$ cat src/rtl/shift_divider.sv
// shift_divider -- multi-cycle shift-subtract divide unit for the ALU.
//
// Restoring divider built around a 2*WIDTH remainder/quotient shift register.
// One quotient bit is produced per clock, so a divide takes WIDTH+1 cycles
// from the accepting edge to done. A divide by zero takes 1 cycle.
// Signed operands are converted to magnitudes on entry. The signs are put
// back on the quotient and the remainder in the final cycle. The quotient
// truncates toward zero and the remainder takes the sign of the dividend.
//
// Parameters:
//   WIDTH      operand/result width (4..64)
//   SIGNED_EN  0 removes the signed path; signed_mode is then ignored
//
// Ports:
//   clk          rising-edge clock
//   rst          asynchronous, active-low reset
//   start        request, sampled only while busy = 0
//   signed_mode  1 = two's-complement divide, captured with start
//   dividend     captured with start
//   divisor      captured with start
//   busy         high from the accepting edge until the result edge
//   done         one-cycle pulse, results are valid while it is high
//   quotient     registered result, held until the next result
//   remainder    registered result, held until the next result
//   div_by_zero  registered flag for the last result

module shift_divider #(
  parameter int unsigned WIDTH     = 32,
  parameter bit          SIGNED_EN = 1'b1
) (
  input  logic             clk,
  input  logic             rst,
  input  logic             start,
  input  logic             signed_mode,
  input  logic [WIDTH-1:0] dividend,
  input  logic [WIDTH-1:0] divisor,
  output logic             busy,
  output logic             done,
  output logic [WIDTH-1:0] quotient,
  output logic [WIDTH-1:0] remainder,
  output logic             div_by_zero
);

  localparam int unsigned CNT_W = $clog2(WIDTH) + 1;

  localparam logic [1:0] IDLE = 2'd0;
  localparam logic [1:0] RUN  = 2'd1;
  localparam logic [1:0] FIX  = 2'd2;

  logic [1:0]         state;
  logic [2*WIDTH-1:0] rq;
  logic [WIDTH-1:0]   dsr;
  logic [CNT_W-1:0]   cnt;
  logic               neg_q;
  logic               neg_r;
  logic               dz;

  // Operand conditioning for the IDLE -> RUN transfer.
  logic               sgn_op;
  logic               dvd_neg;
  logic               dvs_neg;
  logic [WIDTH-1:0]   dvd_mag;
  logic [WIDTH-1:0]   dvs_mag;
  logic               dvs_zero;

  // One restoring iteration.
  logic [2*WIDTH-1:0] t;
  logic [WIDTH:0]     diff;
  logic [2*WIDTH-1:0] rq_step;
  logic               cnt_last;

  // Sign restoration for the result write.
  logic [WIDTH-1:0]   q_fix;
  logic [WIDTH-1:0]   r_fix;

  always_comb begin
    sgn_op   = SIGNED_EN && signed_mode;
    dvd_neg  = sgn_op & dividend[WIDTH-1];
    dvs_neg  = sgn_op & divisor[WIDTH-1];
    // Magnitudes are unsigned WIDTH-bit values. This keeps |MIN| = 2^(WIDTH-1)
    // exact, so MIN / -1 gives MIN after the sign is put back.
    dvd_mag  = dvd_neg ? -dividend : dividend;
    dvs_mag  = dvs_neg ? -divisor : divisor;
    dvs_zero = (divisor == '0);
  end

  always_comb begin
    t        = {rq[2*WIDTH-2:0], 1'b0};
    // The partial remainder is always below 2^(WIDTH-1) before the shift, so
    // no bit is lost out of the top of t. A borrow in diff[WIDTH] means the
    // trial subtraction failed and the shifted value is kept.
    diff     = {1'b0, t[2*WIDTH-1:WIDTH]} - {1'b0, dsr};
    rq_step  = diff[WIDTH] ? t : {diff[WIDTH-1:0], t[WIDTH-1:1], 1'b1};
    cnt_last = (cnt == CNT_W'(WIDTH - 1));
  end

  always_comb begin
    q_fix = neg_q ? -rq[WIDTH-1:0] : rq[WIDTH-1:0];
    r_fix = neg_r ? -rq[2*WIDTH-1:WIDTH] : rq[2*WIDTH-1:WIDTH];
  end

  assign busy = (state != IDLE);

  always_ff @(posedge clk or negedge rst) begin
    if (!rst) begin
      state       <= IDLE;
      rq          <= '0;
      dsr         <= '0;
      cnt         <= '0;
      neg_q       <= 1'b0;
      neg_r       <= 1'b0;
      dz          <= 1'b0;
      done        <= 1'b0;
      quotient    <= '0;
      remainder   <= '0;
      div_by_zero <= 1'b0;
    end else begin
      done <= 1'b0;
      case (state)
        IDLE: begin
          if (start) begin
            cnt <= '0;
            if (dvs_zero) begin
              // The divide-by-zero result is preloaded into rq with no sign
              // flags, so FIX writes it out unchanged: quotient all ones,
              // remainder equal to the dividend as given.
              rq    <= {dividend, {WIDTH{1'b1}}};
              dsr   <= '0;
              neg_q <= 1'b0;
              neg_r <= 1'b0;
              dz    <= 1'b1;
              state <= FIX;
            end else begin
              rq    <= {{WIDTH{1'b0}}, dvd_mag};
              dsr   <= dvs_mag;
              neg_q <= dvd_neg ^ dvs_neg;
              neg_r <= dvd_neg;
              dz    <= 1'b0;
              state <= RUN;
            end
          end
        end

        RUN: begin
          rq  <= rq_step;
          cnt <= cnt + 1'b1;
          if (cnt_last) begin
            state <= FIX;
          end
        end

        FIX: begin
          quotient    <= q_fix;
          remainder   <= r_fix;
          div_by_zero <= dz;
          done        <= 1'b1;
          state       <= IDLE;
        end

        default: begin
          state <= IDLE;
        end
      endcase
    end
  end

endmodule

$ cat config.mk
export PLATFORM = sky130hd
export DESIGN_NAME = shift_divider
export DESIGN_NICKNAME = d
export VERILOG_FILES = /design/src/rtl/shift_divider.sv
export SDC_FILE = /design/constraint.sdc
export NUM_CORES = 1
export LEC_CHECK = 0
export CORE_MARGIN = 3
export CORE_UTILIZATION = 53
export CTS_BUF_LIST = sky130_fd_sc_hd__clkbuf_4 sky130_fd_sc_hd__clkbuf_8
export CTS_CLUSTER_SIZE = 8
export DETAILED_ROUTE_END_ITERATION = 10
export GPL_TIMING_DRIVEN = 0
export HOLD_SLACK_MARGIN = 0.02
export PLACE_DENSITY = 0.81
export SYNTH_ARGS = -nofsm -noshare
export SYNTH_HDL_FRONTEND = slang
export SYNTH_SLANG_ARGS = --single-unit
$ cat constraint.sdc
create_clock -name clk -period 3 [get_ports clk]
set_input_delay 0.6 -clock clk [delete_from_list [all_inputs] [get_ports clk]]
set_output_delay 0.6 -clock clk [all_outputs]
set_load 0.005 [all_outputs]
==> images/ff_map.png <==
Bar = 50 microns.
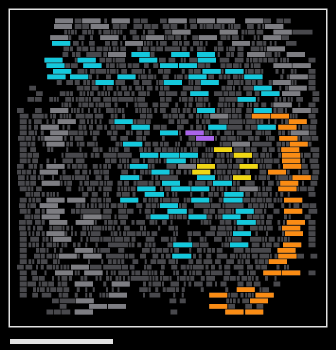
color	netlist name	flops
orange	remainder	32
cyan	rq	64
purple	state	2
yellow	cnt	6
not colored	69

==> images/clock_nets.png <==
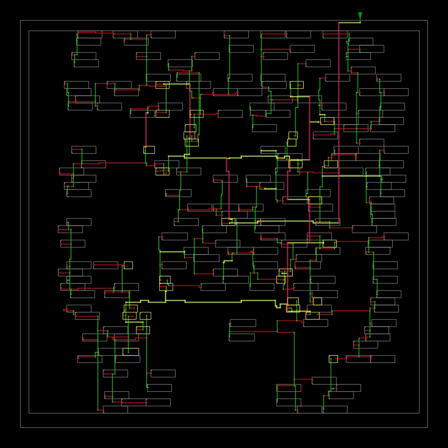
Num Clock Sinks: 173
Layout Skew: 0.0120 ns

==> images/sizing.png <==
Bar = 50 microns.
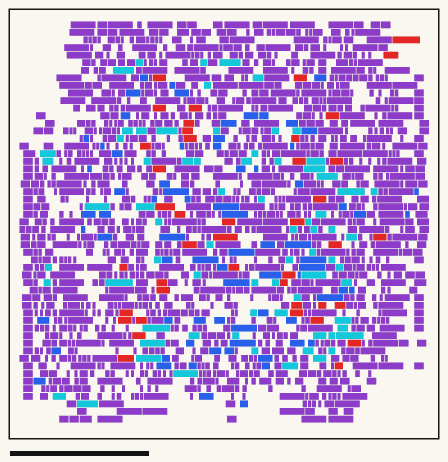
color	size	cells	share
purple	x1 and smaller	1375	88%
red	x6 and larger	42	2.7%
blue	x2	74	4.7%
cyan	x3 and x4	72	4.6%

==> flow_metrics.py <==
# Generated from Yosys and OpenROAD reports
metrics = {
    "die": {
        "core_area_sq_um": 21200,
        "taps": 275,
        "die-height_microns": 154,
        "placementRows": 53,
        "core_util_floorplan_pct": 54.4,
        "die_w_microns": 154,
        "io_pins": 135,
        "chipArea_sq_um": 23600,
    },
    "layout": {
        "inverters_excl_clock": 52,
        "layout_top_cell": "nand2_1",
        "n_antenna_cell": 0,
        "buffers": 241,
        "buf_share_pct": 14.0,
        "final_cell_mix": "nand2_1 (213), dfrtp_1 (160), o21ai_0 (155)",
        "comb_share_pct": 49.4,
        "final_net_count": 1656,
        "n_clock_buffer": 19,
        "drive_gt1_share_pct": 12.0,
        "mi_logic_area_sq_um": 7130,
        "fin_util_pct": 68.0,
        "syn_to_final_growth_pct": 25.1,
        "final-clk-cell-share_pct": 2.76,
        "flop_area_sq_um": 4350,
        "seq_share_pct": 30.1,
        "stdcell_area_sq_um": 14400,
        "fillCellCount": 1768,
        "dominant_cells": "multi-input combinational cells",
        "comb.multi_input.count": 1065,
        "final_cells": 1838,
        "flops": 173,
    },
    "sta": {
        "hold_violations": 0,
        "tightest_slew_ns": 0.748,
        "slew_viol_final": 0,
        "rsz0062_at_grt": "true",
        "period_minus_slack_ns": 3.02,
        "setup-violations-final": 1,
        "setup_tns_ns": -0.0237,
        "worst_slack_ns": -0.0237,
        "relSlewSlack_pct": 50.1,
        "finalCritPeriodShare_pct": 101,
        "fmax_mhz": 331,
    },
    "critical_path": {
        "worstSetupStartpointType": "register",
        "cp-end-kind": "register",
        "cp.arrival_ns": 3.41,
        "cp-startpoint": "rq[33]",
        "ff2ff_path_depth": 11,
        "regToRegSetupSlack_ns": -0.02,
        "cp_max_fo": 4,
        "regToRegStartpoint": "rq[33]",
        "cp.required_ns": 3.39,
        "r2r-end": "remainder[30]",
        "worstSetupPathType": "register to register",
        "setup.worst_path.end": "remainder[30]",
    },
    "clock_network": {
        "cts_setup_buffers": 10,
        "holdBufCountCts": 0,
        "cts.repair.resized": 69,
        "root_buffer": "clkbuf_8",
        "htree_levels": 4,
        "clk_pin_slew_worst_paths_ns": 0.11,
        "cts_buffers": 17,
        "insertion_delay_ns": 0.49,
        "clk_path_buf_depth": 2,
        "cts_tree": "done",
    },
    "grt": {
        "gr-usage-met2_pct": 47.9,
        "grt_pass1_wl_mm": 58.0,
        "grt_overflow": 0,
        "antenna_found_initial": 0,
        "met1_usage_pct": 43.0,
        "grt_max_degree": 101,
        "grt_pass1_vias": 10700,
        "grt.total_usage_pct": 30.6,
        "met3_usage_pct": 7.60,
        "grt_busiest_layer": "met2",
    },
    "routing": {
        "first_iter_violations": 1241,
        "vias": 11500,
        "dr.pass1.iters": 7,
        "wire_per_inst_microns": 20.4,
        "drc": 0,
        "final_antenna_net_count": 0,
        "drt_wl_total_mm": 37.5,
        "routed_via_density": 6.25,
    },
    "run": {
        "warnings": 30,
        "cap_violations": 0,
    },
    "power_and_ir_drop": {
        "total_power_mw": 18.4,
        "peakVddDrop_v": 0.000519,
        "p_per_area_nw_per_um2": 1270,
        "leakage_nw": 6.12,
    },
    "synthesis": {
        "synth_flops": 173,
        "syn_inst": 1366,
        "synthArstFlopShare_pct": 100,
        "edf_count": 0,
        "ys_warn_count": 0,
        "synth_cell_types": 71,
        "syn_area_sq_um": 11500,
        "ys_cells": 1366,
        "synthFlopType": "dfrtp_1",
        "ys_area_sq_um": 11500,
        "fp_nets": 1472,
        "ys_seq_share_pct": 37.5,
        "syn-mean-instance-area_sq_um": 8.45,
    },
    "worst_hold_path": {
        "hp-class": "primary input to asynchronous set/reset pin",
    },
    "placed_design": {
        "dp.cells": 1776,
        "portBuffers": 134,
        "routabilityCongestion": 0.988,
        "placed_area_sq_um": 13300,
        "dp_hpwl_mm": 28.1,
    },
    "outcome": {
        "status": "finished with violations",
        "violations": "setup timing",
    },
}
==> images/closeup.png <==
Window x 100 to 130, y 23 to 53 microns. Cells in gray, sequential cells in the stronger gray; small squares are vias.
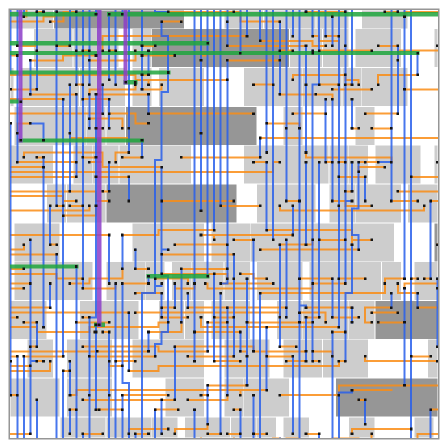
color	layer
blue	M2
purple	M4
orange	M1
green	M3
sequential cells in the window	4
most frequent	nand2_1 (12), xor2_1 (11), o21ai_0 (10)
cells with their middle in the window	79
netlist names of flops here include	rq (3), remainder (1)

==> images/clock_wires.png <==
Bar = 50 microns.
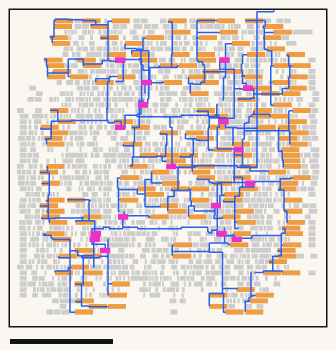
[blue] clock wires | length: 2270 microns
[orange] flip-flops | count: 173
[magenta] clock-net drivers | count: 17
flops lie	widely spread

-- synthesized netlist by cell type, drive strengths merged (27+ instances only) --
cell / count / area [sq um]
nand2: 214 / 803
dfrtp: 173 / 4330
o21ai: 159 / 796
xor2: 96 / 841
nor2: 83 / 322
a21oi: 80 / 400
clkbuf: 60 / 245
xnor2: 53 / 464
inv: 52 / 195
ha: 37 / 463
o31ai: 32 / 240
a21o: 31 / 233
a221oi: 27 / 236
-- metal layers --
layer,routed length (microns),vias to the layer above
li1,-,5243
met1,15400,5483
met2,17100,666
met3,4160,87
met4,798,0
met5,0,-
-- sequential cells by signal (all words and copies together) (netlist names), 2 cells and up --
signal	cells
cnt	6
dsr	32
quotient	32
remainder	32
rq	64
state	2
-- cell families (layout without fill, tap and decap cells) --
group,count (synthesis),after routing,synth area share [%]
multiplexers,16,16,1.46
buffers and inverters,128,325,4.59
AND-OR/OR-AND,418,418,22.9
XOR/XNOR,149,149,11.3
adder cells (fa/ha/maj),38,38,4.19
flip-flops,173,173,37.5
AND/OR/NAND/NOR,444,444,18.0
-- metrics by stage --
stage | worst slack [ns] | hold slack, ns
5_1_grt | -0.0675 | 0.0818
2_1_floorplan | 0.00861 | 0.304
3_3_place_gp | -5.67 | 0.460
4_1_cts | -0.0484 | 0.0718
6_report | -0.0237 | 0.0559
3_5_place_dp | -1.12 | 0.470
-- critical path: stages (launching register included) --
cell,delay (ns)
dfrtp_2,0.43
inv_2,0.09
ha_4,0.16
nand2b_4,0.06
or4b_4,0.50
nor2_4,0.11
nand3_2,0.10
or4_4,0.43
or4_4,0.47
o41ai_4,0.31
xor2_1,0.20
o21ai_1,0.07
-- power by group --
part / internal [mW] / leakage (nW) / switching [mW]
sequential: 3.49 / 2.12 / 1.33
clock: 0.673 / 0.207 / 1.04
combinational: 5.33 / 3.79 / 6.52
Power is estimated from default activity; no workload was simulated.
